**config.mk**
```make
export PLATFORM = sky130hd
export DESIGN_NAME = psr_cond_stage
export DESIGN_NICKNAME = d
export VERILOG_FILES = /design/src/rtl/psr_cond_stage.sv
export SDC_FILE = /design/constraint.sdc
export NUM_CORES = 1
export LEC_CHECK = 0
export ABC_AREA = 1
export CAP_MARGIN = 20
export CORE_MARGIN = 4
export CORE_UTILIZATION = 35
export CTS_BUF_LIST = sky130_fd_sc_hd__clkbuf_8 sky130_fd_sc_hd__clkbuf_16
export DETAILED_ROUTE_END_ITERATION = 16
export MAX_ROUTING_LAYER = met4
export PLACE_DENSITY = 0.75
export SLEW_MARGIN = 25
export SYNTH_ARGS = -nofsm -noshare
export SYNTH_HDL_FRONTEND = slang
export SYNTH_SLANG_ARGS = --single-unit
```
**constraint.sdc**
```tcl
create_clock -name clk -period 1.14 [get_ports clk]
set_input_delay 0.171 -clock clk [delete_from_list [all_inputs] [get_ports clk]]
set_output_delay 0.171 -clock clk [all_outputs]
set_load 0.01 [all_outputs]
```
**src/rtl/psr_cond_stage.sv**
```systemverilog
// Post-ALU stage: registers writeback data, commits masked ALU flags into the
// PSR and registers the branch condition outcome evaluated against committed flags.
module psr_cond_stage #(
    parameter int WIDTH = 16,
    parameter int REGW  = 4
) (
    input  logic             clk,
    input  logic             reset_n,
    input  logic             in_valid,
    input  logic [WIDTH-1:0] alu_result,
    input  logic [7:0]       alu_psr,
    input  logic [4:0]       flag_mask,
    input  logic             is_branch,
    input  logic [3:0]       cond,
    input  logic             rf_we_in,
    input  logic [REGW-1:0]  rf_dst_in,
    input  logic             stall,
    input  logic             flush,
    output logic             out_valid,
    output logic [WIDTH-1:0] wb_result,
    output logic [REGW-1:0]  wb_dst,
    output logic             wb_we,
    output logic [7:0]       psr_q,
    output logic             branch_taken
);

    logic flag_z, flag_c, flag_f, flag_n, flag_l;
    logic cond_true;

    assign {flag_z, flag_c, flag_f, flag_n, flag_l} = psr_q[4:0];

    // Evaluated on committed flags only; no bypass from the instruction in flight.
    always_comb begin
        cond_true = 1'b0;
        unique case (cond)
            4'h0: cond_true = flag_z;
            4'h1: cond_true = ~flag_z;
            4'h2: cond_true = flag_c;
            4'h3: cond_true = ~flag_c;
            4'h4: cond_true = flag_l;
            4'h5: cond_true = ~flag_l;
            4'h6: cond_true = flag_n;
            4'h7: cond_true = ~flag_n;
            4'h8: cond_true = flag_f;
            4'h9: cond_true = ~flag_f;
            4'hA: cond_true = ~flag_l & ~flag_z;
            4'hB: cond_true = flag_l | flag_z;
            4'hC: cond_true = ~flag_n & ~flag_z;
            4'hD: cond_true = flag_n | flag_z;
            4'hE: cond_true = 1'b1;
            4'hF: cond_true = 1'b0;
            default: cond_true = 1'b0;
        endcase
    end

    always_ff @(posedge clk or negedge reset_n) begin
        if (!reset_n) begin
            out_valid    <= 1'b0;
            wb_result    <= '0;
            wb_dst       <= '0;
            wb_we        <= 1'b0;
            psr_q        <= 8'h00;
            branch_taken <= 1'b0;
        end else if (flush) begin
            // Data and PSR keep their values; only the qualifiers are killed.
            out_valid    <= 1'b0;
            wb_we        <= 1'b0;
            branch_taken <= 1'b0;
        end else if (!stall) begin
            out_valid    <= in_valid;
            wb_result    <= alu_result;
            wb_dst       <= rf_dst_in;
            wb_we        <= in_valid & rf_we_in & ~is_branch;
            branch_taken <= in_valid & is_branch & cond_true;
            if (in_valid && !is_branch)
                psr_q <= {3'b000, (psr_q[4:0] & ~flag_mask) | (alu_psr[4:0] & flag_mask)};
        end
    end

endmodule
```
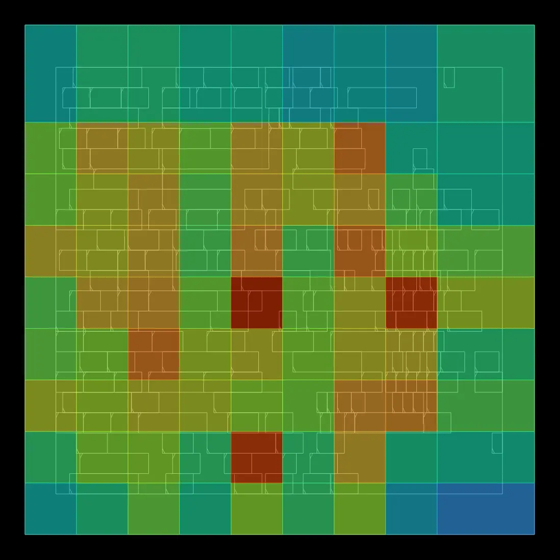
**Above:** congestion heat map.
gr busiest metal: met2
Util after Layout: 62.6%
WL per Instance: 14.3 um
grt met3 use: 3.94%
met2 Use GR: 26.1%

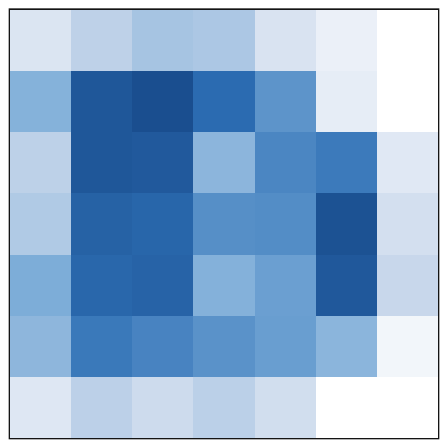
**Above:** cell area per tile.
7 x 7 tiles, from white (low) to dark blue (high), 0 to 100% covered.
22% of the tiles are over 75% full. The mean over all tiles is 45%. 8.2% of the tiles are nearly empty.
Core Area: 3420 sq um
FP Core Util: 37.2%

==> metrics.yaml <==
status:
  status: "complete, but fails checks"
  violations: "setup timing"
power_and_ir_drop:
  switching_share_pct: 28.2
  power_clock_w: 0.000523
  seq_cell_power_w: 0.00124
route:
  top_layer: "met4"
setup_path:
  reg2reg_to: "branch_taken$_DFFE_PN0P_"
  path_depth: 10
  critPathKind: "reg -> reg"
synthesis:
  synthCells: 120
  synth-edff-count: 0
  top_cell_area_share_pct: 55.2
  yosysUniqueCellTypes: 17
  yosys_warnings: 0
clock_tree:
  clockRootBuffer: "clkbuf_8"
worst_hold_path:
  holdCritPathClass: "in -> async"
sta:
  rsz0062_at_grt: "yes"
  setup_viol: 2
  max_freq_mhz: 822
  setup_slack_ps: -75.9
global_routing:
  grt_pass1_vias: 1267
final_layout:
  nFlopsAndLatches: 28
  seq_area_sq_um: 702
job:
  cap_violations: 0
placement:
  dpl_worst_slack_ps: -356
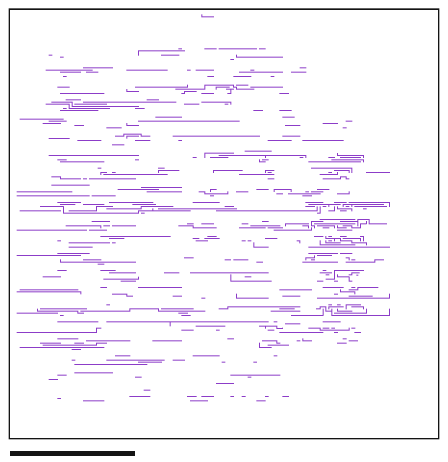
**Above:** M1 wires.
The bar under the picture is 20 um long.
The layer holds 39% of the routed length. The layer carries 1340 um of wire.
GR Util met1: 19.1%
total wire length: 3470 um
vias: 1147

